**Power grid**

The bar under the picture is 20 µm long. Pins as bars on the die edge. Tap cells in grey.
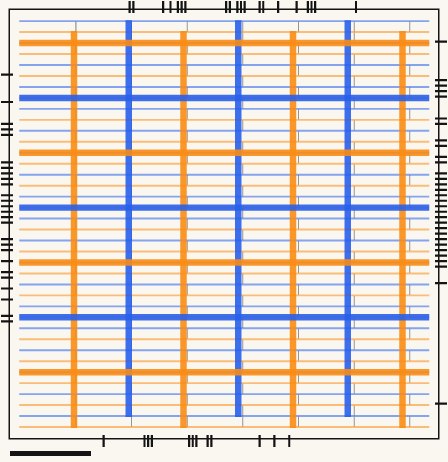
**Routing congestion map**

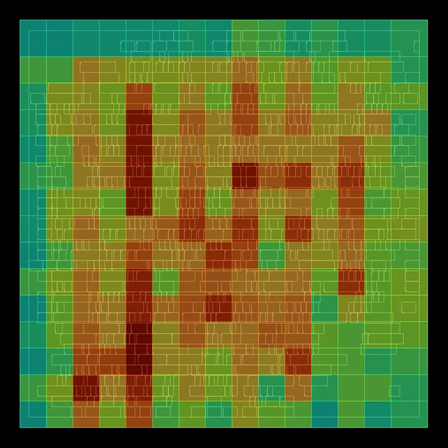
**Signal wires by layer**

Only two layers are drawn.
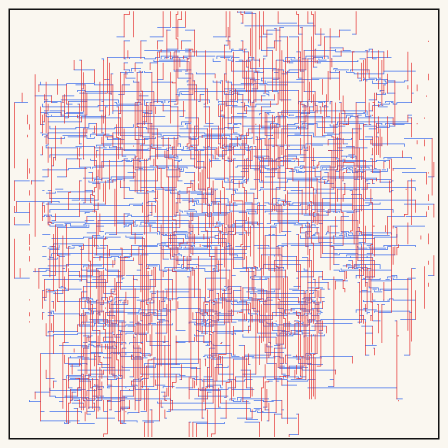
**Close-up of the layout**

Window x 67 to 92, y 14 to 39 µm. Cells in grey, sequential cells in the stronger grey; small squares are vias.
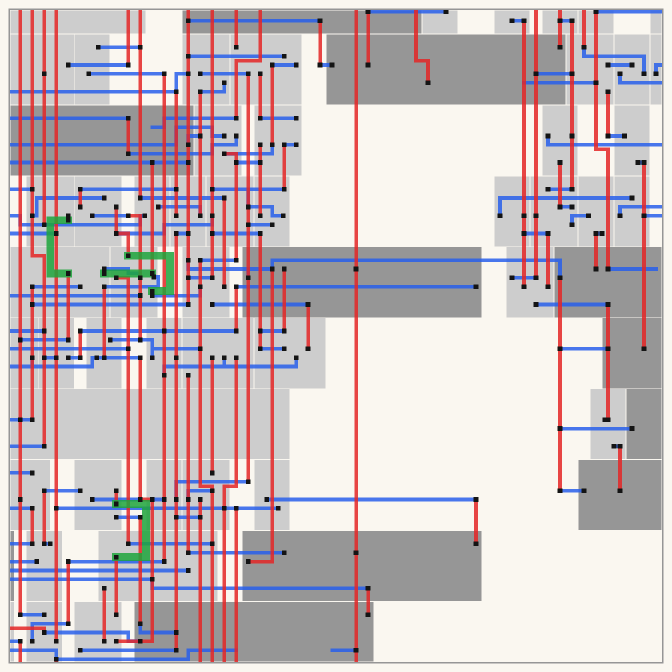
**config.mk**
```make
export PLATFORM = sky130hd
export DESIGN_NAME = memory_tank_access
export DESIGN_NICKNAME = d
export VERILOG_FILES = /design/src/rtl/memory_tank_access.sv
export SDC_FILE = /design/constraint.sdc
export NUM_CORES = 1
export LEC_CHECK = 0
export ABC_AREA = 1
export CORE_MARGIN = 2
export CORE_UTILIZATION = 50
export CTS_CLUSTER_DIAMETER = 50
export CTS_CLUSTER_SIZE = 28
export DETAILED_ROUTE_END_ITERATION = 6
export PLACE_DENSITY = 0.76
export SETUP_SLACK_MARGIN = 0.3
export SYNTH_ARGS = -nofsm -noshare
export SYNTH_HDL_FRONTEND = slang
export SYNTH_SLANG_ARGS = --single-unit
```
**constraint.sdc**
```tcl
create_clock -name r1_clk -period 3.53 [get_ports r1_clk]
set_input_delay 0.706 -clock r1_clk [delete_from_list [all_inputs] [get_ports r1_clk]]
set_output_delay 0.706 -clock r1_clk [all_outputs]
set_load 0.05 [all_outputs]
```
**src/rtl/memory_tank_access.sv**
```systemverilog
// Serial read/write controller for one long-tank delay line: digit/minor timing from major-cycle sync,
// tank gate drive and serial/parallel word assembly. Optional CRT monitor tap via MEMORY_MONITOR_EN.
module memory_tank_access #(
    parameter int ADDR_W = 5
) (
    input  logic              r1_clk,
    input  logic              r1_rst_n,
    input  logic              r1_sync,
    input  logic              r1_req,
    input  logic              r1_we,
    input  logic              r1_long,
    input  logic [ADDR_W-1:0] r1_addr,
    input  logic [34:0]       r1_wdata,
    output logic              r1_ack,
    output logic              r1_busy,
    output logic [34:0]       r1_rdata,
    input  logic              r1_mob,
    output logic              r1_mib,
    output logic              r1_tank_clr,
    output logic              r1_tank_in,
    output logic              r1_tank_out,
    output logic              r1_monitor
);

    typedef enum logic [1:0] {
        S_IDLE = 2'd0,
        S_WAIT = 2'd1,
        S_XFER = 2'd2
    } state_t;

    localparam logic [4:0] DIGIT_LAST = 5'd17;

    state_t            r_state;
    state_t            w_next_state;
    logic [4:0]        r_digit;
    logic [ADDR_W-1:0] r_minor;
    logic              r_synced;
    logic              r_we;
    logic              r_long;
    logic [ADDR_W-1:0] r_addr;
    logic [34:0]       r_wdata;
    logic [5:0]        r_idx;
    logic [5:0]        w_next_idx;
    logic [5:0]        w_idx;
    logic              w_xfer;
    logic              w_done;
    logic              w_accept;
    logic              w_misalign;
    logic [5:0]        w_last_idx;
    logic              r_ack;
    logic              r_busy;
    logic [34:0]       r_rdata;

    // A sync off the counter origin means the tank timing slipped; any access in flight restarts.
    assign w_misalign = r1_sync && r_synced && !((r_digit == 5'd0) && (r_minor == '0));
    assign w_accept   = (r_state == S_IDLE) && r1_req && r_synced && !r_busy;
    assign w_last_idx = r_long ? 6'd34 : 6'd16;

    // Digit/minor counters, realigned by every sync
    always_ff @(posedge r1_clk or negedge r1_rst_n) begin
        if (!r1_rst_n) begin
            r_digit  <= 5'd0;
            r_minor  <= '0;
            r_synced <= 1'b0;
        end else if (r1_sync) begin
            r_digit  <= 5'd1;
            r_minor  <= '0;
            r_synced <= 1'b1;
        end else if (r_digit == DIGIT_LAST) begin
            r_digit  <= 5'd0;
            r_minor  <= r_minor + {{(ADDR_W-1){1'b0}}, 1'b1};
        end else begin
            r_digit  <= r_digit + 5'd1;
        end
    end

    // FSM state and transfer index registers
    always_ff @(posedge r1_clk or negedge r1_rst_n) begin
        if (!r1_rst_n) begin
            r_state <= S_IDLE;
            r_idx   <= 6'd0;
        end else begin
            r_state <= w_next_state;
            r_idx   <= w_next_idx;
        end
    end

    // Next state and transfer-cycle decode; the WAIT cycle that hits the word is transfer index 0
    always_comb begin
        w_next_state = r_state;
        w_next_idx   = r_idx;
        w_idx        = 6'd0;
        w_xfer       = 1'b0;
        w_done       = 1'b0;
        case (r_state)
            S_IDLE: begin
                if (w_accept) begin
                    w_next_state = S_WAIT;
                    w_next_idx   = 6'd0;
                end else begin
                    w_next_state = S_IDLE;
                end
            end
            S_WAIT: begin
                if (w_misalign) begin
                    w_next_idx = 6'd0;
                end else if ((r_digit == 5'd0) && (r_minor == r_addr)) begin
                    w_xfer       = 1'b1;
                    w_idx        = 6'd0;
                    w_next_state = S_XFER;
                    w_next_idx   = 6'd1;
                end else begin
                    w_next_state = S_WAIT;
                end
            end
            S_XFER: begin
                if (w_misalign) begin
                    w_next_state = S_WAIT;
                    w_next_idx   = 6'd0;
                end else begin
                    w_xfer = 1'b1;
                    w_idx  = r_idx;
                    if (r_idx == w_last_idx) begin
                        w_next_state = S_IDLE;
                        w_next_idx   = 6'd0;
                        w_done       = 1'b1;
                    end else begin
                        w_next_idx = r_idx + 6'd1;
                    end
                end
            end
            default: begin
                w_next_state = S_IDLE;
                w_next_idx   = 6'd0;
            end
        endcase
    end

    assign r1_tank_clr = w_xfer && r_we;
    assign r1_tank_in  = w_xfer && r_we;
    assign r1_tank_out = w_xfer && !r_we;
    assign r1_mib      = w_xfer && r_we && r_wdata[w_idx];

    // Request latch; a long access always starts on the even word of the pair
    always_ff @(posedge r1_clk or negedge r1_rst_n) begin
        if (!r1_rst_n) begin
            r_we    <= 1'b0;
            r_long  <= 1'b0;
            r_addr  <= '0;
            r_wdata <= 35'd0;
        end else if (w_accept) begin
            r_we    <= r1_we;
            r_long  <= r1_long;
            r_addr  <= r1_long ? {r1_addr[ADDR_W-1:1], 1'b0} : r1_addr;
            r_wdata <= r1_wdata;
        end
    end

    // Read word assembly, cleared on acceptance and on a restart
    always_ff @(posedge r1_clk or negedge r1_rst_n) begin
        if (!r1_rst_n) begin
            r_rdata <= 35'd0;
        end else if (w_accept || (w_misalign && (r_state != S_IDLE))) begin
            r_rdata <= 35'd0;
        end else if (w_xfer && !r_we) begin
            r_rdata[w_idx] <= r1_mob;
        end
    end

    // Completion pulse and busy window (busy includes the ack cycle)
    always_ff @(posedge r1_clk or negedge r1_rst_n) begin
        if (!r1_rst_n) begin
            r_ack  <= 1'b0;
            r_busy <= 1'b0;
        end else begin
            r_ack <= w_done;
            if (w_accept) begin
                r_busy <= 1'b1;
            end else if (r_ack) begin
                r_busy <= 1'b0;
            end
        end
    end

    assign r1_ack   = r_ack;
    assign r1_busy  = r_busy;
    assign r1_rdata = r_rdata;

`ifdef MEMORY_MONITOR_EN
    logic r_monitor;

    // CRT monitor tap: tank output delayed one digit, silent until timing is known
    always_ff @(posedge r1_clk or negedge r1_rst_n) begin
        if (!r1_rst_n) begin
            r_monitor <= 1'b0;
        end else begin
            r_monitor <= r_synced && r1_mob;
        end
    end

    assign r1_monitor = r_monitor;
`else
    assign r1_monitor = 1'b0;
`endif

endmodule

```
==> design notes <==
The run finished with clean final reports. The Yosys chip area came out at 5214 µm². According to the CTS report, the clock sink count is 98. The first TritonRoute pass finished after 5 iterations. The leakage power total was 3.573 nW.

Looking at the clock tree report, the root buffer type is clkbuf_8. The total of cells resized after clock tree synthesis is 15. 466 cells are multi-input combinational gates.

The multi-input combinational cells in the finished layout cover a total of 2441 µm². In the post-synthesis netlist, the biggest area contributors are dfrtp_1 47%, nand2_1 17%, inv_1 6.3%. The slowest stage of the critical path is the dfrtp_1 cell. Element type at the critical path end: an output pin. The run gives 16.81% for the non-clock buffering overhead in the final layout. Group drawing the most power: registers. Recorded from the global router log, the overflow total was 0. TritonCTS built the clock tree. The mux cell area share after synthesis was 0%; the clock network latency to the later pin of the worst-skew pair was 0.38 ns. The flow reports power dissipated in combinational cells as 0.000706 W. The run gives 47.04% for the area fraction of the dominant cell type after synthesis. After synthesis, the most frequently instantiated cells are 240 x nand2_1, 98 x dfrtp_1, 88 x inv_1, 52 x o21ai_0, 36 x nor2_1.

Among the non-sequential cells, simple AND/OR/NAND/NOR gates take the most area. In the routed design, unresolved DRC markers number 0. The logs give 47.04% for the share of the yosys chip area belonging to registers and 23.6% for the part of the power in combinational logic. The detailed route wirelength on metal3 came out at 609 µm. In this run the deepest clock path goes through 2 buffers. Most frequently placed logic cell in the final layout: nand2_1.

For the number of buffers inserted by hold repair at cts, the log shows 0. Per the log, the first TritonRoute iteration ended with a DRC count of 275. In this run the mean area of a mapped cell was 7.600 µm². In this run the cell area of the synthesized design comes to 5214 µm². The flow inserted 136 tap cells.

The number of standard cells after synthesis was 686. The count of buffering cells on the critical path with inverters included was 3; the number of levels in the clock H-tree was 3. Per the summary, power density relative to cell area is 437.4 nW/µm². The sequential power reported by the tool is 0.00146 W.

The delay of the slowest critical-path stage came out at 0.41 ns. The run gives 10 as the count of clock buffers in the final design. For reference, the most critical setup path is categorized as reg2out. The area fraction in compound gates after synthesis works out to 10.10%. The number of max-capacitance violations reported is 0. The tools report the number of antenna violations at the first check in global routing as 0.

Setup repair after global routing could not meet its margin everywhere. The routed layout has 4811 vias. The first global-routing pass estimated 20.98 mm of wire.

The most critical setup path has its startpoint at r_minor[1]. Note, the detailed placer reported a final HPWL of 8.931 mm. 89 I/O pins were placed. The detail-routed via count per cell is 5.145, and the total power draw is 0.002989 W. The final layout contains 851 nets. The tightest min-delay check is of the in2async type. Leaving out fill and tap cells, the most frequent cells in the layout are 236 x nand2_1, 98 x dfrtp_1, 84 x inv_1. Per the timing report, the most critical flop-to-flop path finishes at r1_rdata[23]. STA classifies the critical path startpoint as a register.

In this run, the synthesized area fraction spent on xor and xnor cells is recorded as 0.3360%. The internal power of the cells is 0.002028 W. In this run the top signal layer used is met4. Clock buffer and inverter area fraction after layout: 3.314%.

The synthesized-area fraction occupied by and/or/nand/nor cells is 30.41%, and the register area is 2452 µm². After layout, the worst path uses 90.10% of the clock period. The total tool warning count came out at 33. The synthesized netlist contains 43 unique library cells. The logs give 0.8836 for the global placement routability congestion and 6834 µm² for the cell area after layout.

The run gives 6246 µm² for the area of placed instances. Register share of the cell area: 35.88%. nand2_1 is the most common cell in the netlist.

The clock slew at the register clock pins of the worst setup and hold paths was 0.09 ns; the layout inverter count without the clock tree was 103. The synthesis report lists the Yosys warning total as 0. In the detailed route, the total length drawn on met2 is 6.711 mm. The run gives 10 for the total setup buffers inserted after CTS. The run gives 0 for the total count of hold-check failures in the final report.

The logic depth of the worst path, buffers included works out to 15. The dominant register cell was dfrtp_1. The run gives 48.8% as the register share of total power. The synthesis-to-finish area growth works out to 31.08%. The run gives 3.180 ns for the clock period minus worst slack.

Remaining antenna violation count after routing: 0. The CTS report gives the tree buffer count as 9. The tools report the die area as 11260 µm². Per the timing report, the achievable frequency comes out to 314.4 MHz. The via count of the first global-routing pass was 4549; the share of layout cells above drive strength 1 was 14.77%. Logged for this run, the post-placement worst setup slack is 0.09432 ns.

Of the total power, the clock network draws 27.6%. Yosys stat counts 686 cells in the synthesized netlist. Data arrives at the worst endpoint at 2.47 ns. The tools report the number of antenna diodes as 0. The logs give 59 for the pin count of the biggest net entering global routing and 0 ns for the setup TNS.

With the fraction of synthesis flops using an asynchronous set or reset pin at 100.0%, the number of standard-cell rows in the floorplan is 37. The transition time recorded at the tightest slew-check pin is 1.295 ns. The synthesized design contains 0 enable-type register cells. The detailed router put a total of 5.614 mm of wire on met1. The run gives 743 as the number of nets at floorplan. The biggest slice of the area belongs to registers. The launch point of the worst register-to-register path is recorded as r_minor[1]. After Yosys synthesis, full adders, half adders and majority gates account for 2.400% of the synthesized area. With the count of buffers not belonging to the clock network in the layout at 116, the switching power of the nets is 0.0009611 W. Final hold analysis gives a worst-case slack of 0.3214 ns.

Multi-input logic gates represent a cell area share of 35.72%. The run gives 66.80% as the post-route core utilization. The critical path endpoint has a required time of 2.82 ns. For the core utilization at floorplan, the log shows 50.96%. The cell type with the largest total area after synthesis is dfrtp_1.

After synthesis the netlist holds a flip-flop and latch count of 98. Setup violation total in the final timing report: 0. In this run, placement finished with an instance count of 894.

In this run switching power makes up 32.15% of total power. For the final database, setup skew stands at 0.01062 ns. The clock distribution power is 0.000824 W, and the setup slack on the worst flop-to-flop path is 0.84 ns. In the finished design the tool counted flip-flops and latches totalling 98. In this run the tool buffered the top-level ports with 87 buffer cells. STA shows the worst reg2reg path with a cell count of 12.

The endpoint of the worst setup timing path is r1_mib. Walking the worst path, the cells encountered are inv_2 > ha_4 > nand2_4 > nor2_4 > nand2_4 > nand2_8 > o211ai_1 > nand2_1 > inv_1 > nor2_1 > nand2_1 > nand3_1 > nand3_2 > a21oi_4 > buf_12. Final setup slack of the worst path: 0.3495 ns. The largest fanout of any net on the critical path was 6. The cell family contributing the most delay on the critical path is simple AND/OR/NAND/NOR gates. The final timing report lists a max-slew violation count of 0. The worst-case max-slew headroom was logged as 13.54%. Once layout is complete, the cells apart from fillers number 935.

The total of fill cells in the finished design is 832.
-- 'power grid' (at the start) --
colour	net
blue	VDD
orange	VSS
tap cells	136
met1 rails	38
rows	37
met5 straps	7
signal pins	89
Die X: 106.1 µm
Core Footprint: 10230 µm²
peak ir drop on the vdd network: 0.2369 mV
vertical die dimension: 106.1 µm

-- 'routing congestion map' (at the start) --
highest-utilization routing layer at the global route stage: met2
global-route track usage on met1: 30.02%
met2 usage: 40.34%
GR Util All Layers: 23.31%
met3 GRT Util: 3.311%

-- 'signal wires by layer' (at the start) --
colour	layer	wire length
blue	met1	5610 µm
red	met2	6710 µm
post-DR wirelength/cell: 14.07 µm
total length of routed wires: 13.15 mm

-- 'close-up of the layout' (at the start) --
colour	layer
red	met2
green	met3
blue	met1
sequential cells in the window	5
cells with their middle in the window	45
netlist names of flops here include	r_idx (4), r1_rdata (1)
most frequent	inv_1 (8), nand2_1 (7), o21ai_0 (6)

Power is estimated from default activity; no workload was simulated.
